==> config.mk <==
export PLATFORM = sky130hd
export DESIGN_NAME = gpio_event_capture
export DESIGN_NICKNAME = d
export VERILOG_FILES = /design/src/rtl/gpio_event_capture.sv
export SDC_FILE = /design/constraint.sdc
export NUM_CORES = 2
export LEC_CHECK = 0
export ABC_AREA = 1
export CORE_MARGIN = 5
export CORE_UTILIZATION = 45
export DETAILED_ROUTE_END_ITERATION = 8
export DONT_BUFFER_PORTS = 1
export PLACE_DENSITY = 0.7
export SYNTH_ARGS = -nofsm -noshare
export SYNTH_HDL_FRONTEND = slang
export SYNTH_SLANG_ARGS = --single-unit
==> constraint.sdc <==
create_clock -name clk -period 10 [get_ports clk]
set_input_delay 3 -clock clk [delete_from_list [all_inputs] [get_ports clk]]
set_output_delay 3 -clock clk [all_outputs]
set_load 0.02 [all_outputs]
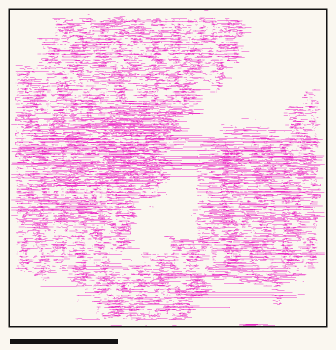
**Above:** M1 wires.
The bar under the picture is 100 µm long.
share of all routed wire: 42%
main direction: horizontal
met1 global-route usage: 23.8%
vias: 28400
total routed wirelength: 85400 µm

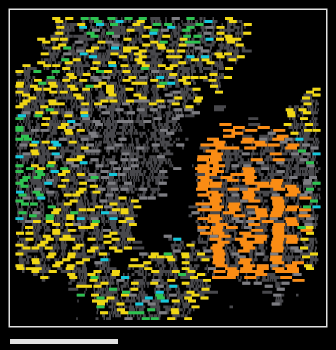
**Above:** register map, names as in the netlist.
The bar under the picture is 100 µm long.
legend:
  green:
    netlist_name: r_sync
    flops: 88
  orange:
    netlist_name: r_mem
    flops: 184
  yellow:
    netlist_name: r_cnt
    flops: 352
  cyan:
    netlist_name: pin_state
    flops: 44
fraction of area in registers: 47.1%
seq pwr: 0.00372 W
Layout Utilization: 50.8%
Storage cell area: 18900 µm²

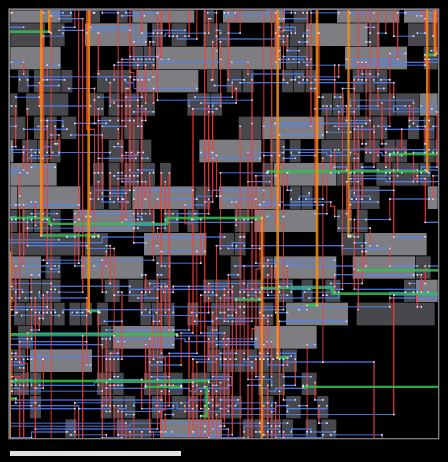
**Above:** zoomed window.
The bar under the picture is 20 µm long. Window x 121 to 171, y 180 to 230 µm. Cells in grey, sequential cells in the stronger grey; small squares are vias.
legend:
  blue:
    layer: M1
  red:
    layer: M2
  green:
    layer: M3
  orange:
    layer: M4
cells with their middle in the window: 215
most frequent: nand2_1 (41), inv_1 (32), dfxtp_1 (31)
sequential cells in the window: 31

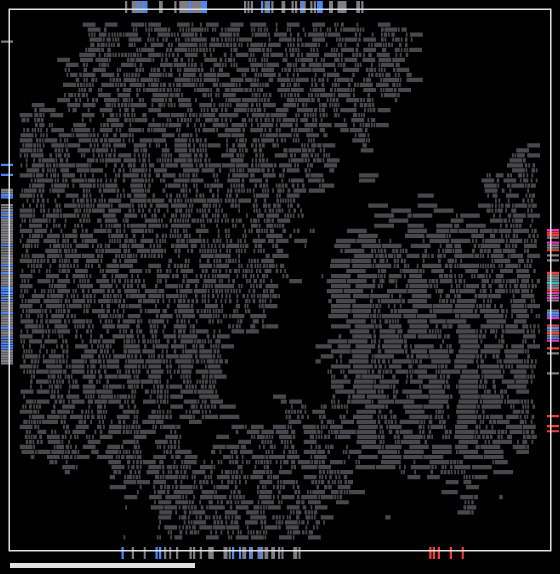
**Above:** ports around the boundary.
The bar under the picture is 100 µm long. Pins as bars across the die edge, other pins in grey.
legend:
  cyan:
    port: evt_ready
    pins: 1
    direction: input
    edge: right
  red:
    port: evt_ts
    pins: 16
    direction: output
    edge: 11 right, 5 bottom
  blue:
    port: gpio_in
    pins: 44
    direction: input
    edge: 20 left, 13 top, 7 bottom, 4 right
  magenta:
    port: evt_pad
    pins: 6
    direction: output
    edge: right
all pins by edge: 71 left, 59 top, 40 bottom, 39 right
Die Ht: 292 µm
Die X: 292 µm
IO Port Bufs: 0

==> job_summary.md <==
## Synthesis and layout report

| Metric | Value |
|---|---|
| Status | complete, no violations |
| Fin crit share | 59.5% |
| Largest net degree at the start of global routing | 189 |
| Most frequent cell after synthesis | inv_1 |
| Worst R2R Path Depth | 18 |
| Unique cell types | 49 |
| Slew Limit Headroom | 20.1% |
| Highest Signal Layer | met5 |
| EDFF count, synth | 184 |
| RSZ-0062 raised after global routing | no |
| Comb power frac | 10.7% |
| GPL Wtd Cong | 0.915 |
| Layout cells sized above 1 | 4.99% |
| Setup CP Type | input port to flop |
| Worst Skew | 0.0518 ns |
| CP endpoint kind | flop |
| Initial DRC count | 1790 |
| Synth Warn # | 0 |
| Ys flop type | dfxtp_1 |
| Top Ports | 209 |
| FF-to-FF setup slack | 5.12 ns |
| CTS resizes | 0 |
| Hold Fails Final Rpt | 0 |
| CTS tree | built |
| CTS sink count | 852 |
| Power per cell area | 201 nW/µm² |
| Flop pwr share | 46.2% |
| ANT nets after route | 0 |
| Overall routing resource usage | 19.5% |
| Worst EP required | 10.51 ns |
| Met2 wire length | 39700 µm |
| Ys async rst share | 0% |
| Clock share of power | 43.1% |
| Worst Hold Depth | 2 |
| Area leader, netlist | dfxtp_1 |
| Top-area cell share | 37.3% |
| Hold_ws | 0.407 ns |
| Flops after synth | 852 |
| Post-CTS Hold Buffers | 0 |
| Synthesized Nets | 4698 |
| Detailed Routing Iterations Pass 1 | 5 |
| Slew @ Worst Pin | 1.19 ns |
| Max clock buf depth | 3 |
| Hpwl dp | 58900 µm |
| Routed wl met3 | 6590 µm |
| Leakage | 15.7 nW |
| Crit path max fanout | 15 |
| Clock Pin Slew Worst Setup and Hold Paths | 0.06 ns |
| Num rows | 103 |
| Net switching power | 0.00213 W |
| Top cells by area | dfxtp_1, edfxtp_1, inv_1 |
| Area grow syn2layout | 11.9% |
| CTS Root Cell | clkbuf_16 |
| WL/cell | 15.1 µm |
| Max Fclk | 0.168 GHz |
| Maxcap violations | 0 |
| Core Box Area | 79000 µm² |
| Initial antenna violation count | 14 |
| Net Sw Frac | 26.4% |
| Synthesized area | 35800 µm² |
| Fin crit period | 5.95 ns |
| Wl on met1 | 35800 µm |
| Vias/cell | 5.03 |
| Max reg flops | 352 |
| Max-slew violations | 0 |
| Number of global-route vias before repair | 26700 |
| WP data arrival | 6.45 ns |
| Total negative setup slack | 0 ns |
| Internal cell power | 0.00592 W |
| Insertion Delay late pin | 0.65 ns |
| Fp_density | 45.4% |
| Global-route wire length before repair | 136000 µm |
| Remaining global-route overflow | 0 |
| Commonest cells in the netlist | inv_1, dfxtp_1, nand2_1, nor2_1, o21ai_0 |
| H-tree levels | 3 |
| Final Setup Violations | 0 |
| Avg Cell Area, Syn | 7.95 µm² |
| Peak VDD IR | 0.000188 V |
| Syn Inst Count | 4505 |
| Stage-log warning count | 30 |
| Register area share after synthesis | 52.7% |
| Final #Nets | 4710 |
| Die area | 85400 µm² |
| Yosys stat chip area | 35800 µm² |
| HP Class | flop to flop |
| DRC violations left | 0 |
| CTS buffer count | 91 |
| # Cells Yosys | 4505 |
| Postcts setup bufs | 0 |
| Crit path launch type | input port |
## routing by layer
metal | vias up | track usage (%)
met5 | - | 0
met4 | 12 | 7.38
met3 | 192 | 5.75
met2 | 648 | 32.7
met1 | 13000 | 23.8
li1 | 14600 | -
## logic make-up after synthesis
family / count (synthesis) / synth area share (%)
simple gates: 1830 / 22.1
compound gates: 769 / 11.7
xor+xnor: 67 / 1.64
buf+inv: 926 / 9.73
mux: 4 / 0.112
flops: 852 / 52.7
fa+ha+maj: 57 / 2.01
## power groups by stage
stage	sequential [W]	clock [W]	combinational, W
final	0.00372	0.00346	0.000864
after global routing	0.00372	0.00369	0.000992
after CTS	0.00372	0.00354	0.000861
after detailed placement	0.00379	0	0.000854
after global placement	0.00379	0	0.000824
after floorplan	0.00375	0	0.000683
## through the flow
step | setup slack [ns] | std cells | utilization, % | power (W) | area, µm²
after CTS | 4.09 | 5642 | 50.7 | 0.00812 | 40100
after floorplan | 4.60 | 4505 | - | 0.00443 | 35800
final | 4.05 | 5647 | 50.8 | 0.00804 | 40100
after global placement | 3.47 | 5474 | 46.8 | 0.00462 | 37000
after detailed placement | 3.41 | 5474 | 46.8 | 0.00465 | 37000
after global routing | 3.77 | 5642 | 50.7 | 0.00841 | 40100
## critical path: stages
cell	delay (ns)
and2_1	0.18
nor2_1	0.21
a21oi_1	0.10
inv_1	0.11
ha_1	0.23
inv_1	0.06
ha_1	0.13
inv_1	0.06
fa_1	0.37
xor2_1	0.19
a41oi_2	0.77
clkinv_1	0.63
a311oi_1	0.42
## area by class of cell
cell class              instances  area [µm²]
clock buffers                 120        2520
clock inverters                48         609
fillers                      7382       38900
diodes                          5        12.5
flip-flops and latches        852       18900
well taps                    1050        1310
multi-input cells            2727       13500
repair buffers                 16         120
inverters                     829        3120
## placed cells by master, fill, tap and decap left out, types with 5 or more instances in the layout
cell type	netlist	final
o211ai_1	6	6
o31ai_1	30	30
diode_2	0	5
a31oi_1	23	23
or2_2	35	35
o21ai_0	322	322
nand2_1	659	659
nor2_1	638	629
edfxtp_1	184	184
xnor2_1	9	9
dfxtp_1	668	668
clkbuf_1	81	17
a311oi_1	6	6
nor3_1	137	137
ha_1	56	54
nor4_1	52	52
buf_4	0	16
nor2_4	3	8
nor2_2	1	5
o21a_1	19	19
clkinvlp_4	0	8
nand4_1	60	60
nand3_1	182	182
o221ai_1	6	6
inv_1	823	822
clkbuf_8	0	9
a32o_1	6	6
bufinv_16	0	10
xor2_1	58	58
clkinv_2	0	13
inv_6	0	8
clkbuf_16	0	93
nor3b_1	45	45
o22ai_1	40	40
a21oi_1	301	301
Power and IR drop assume default switching activity.
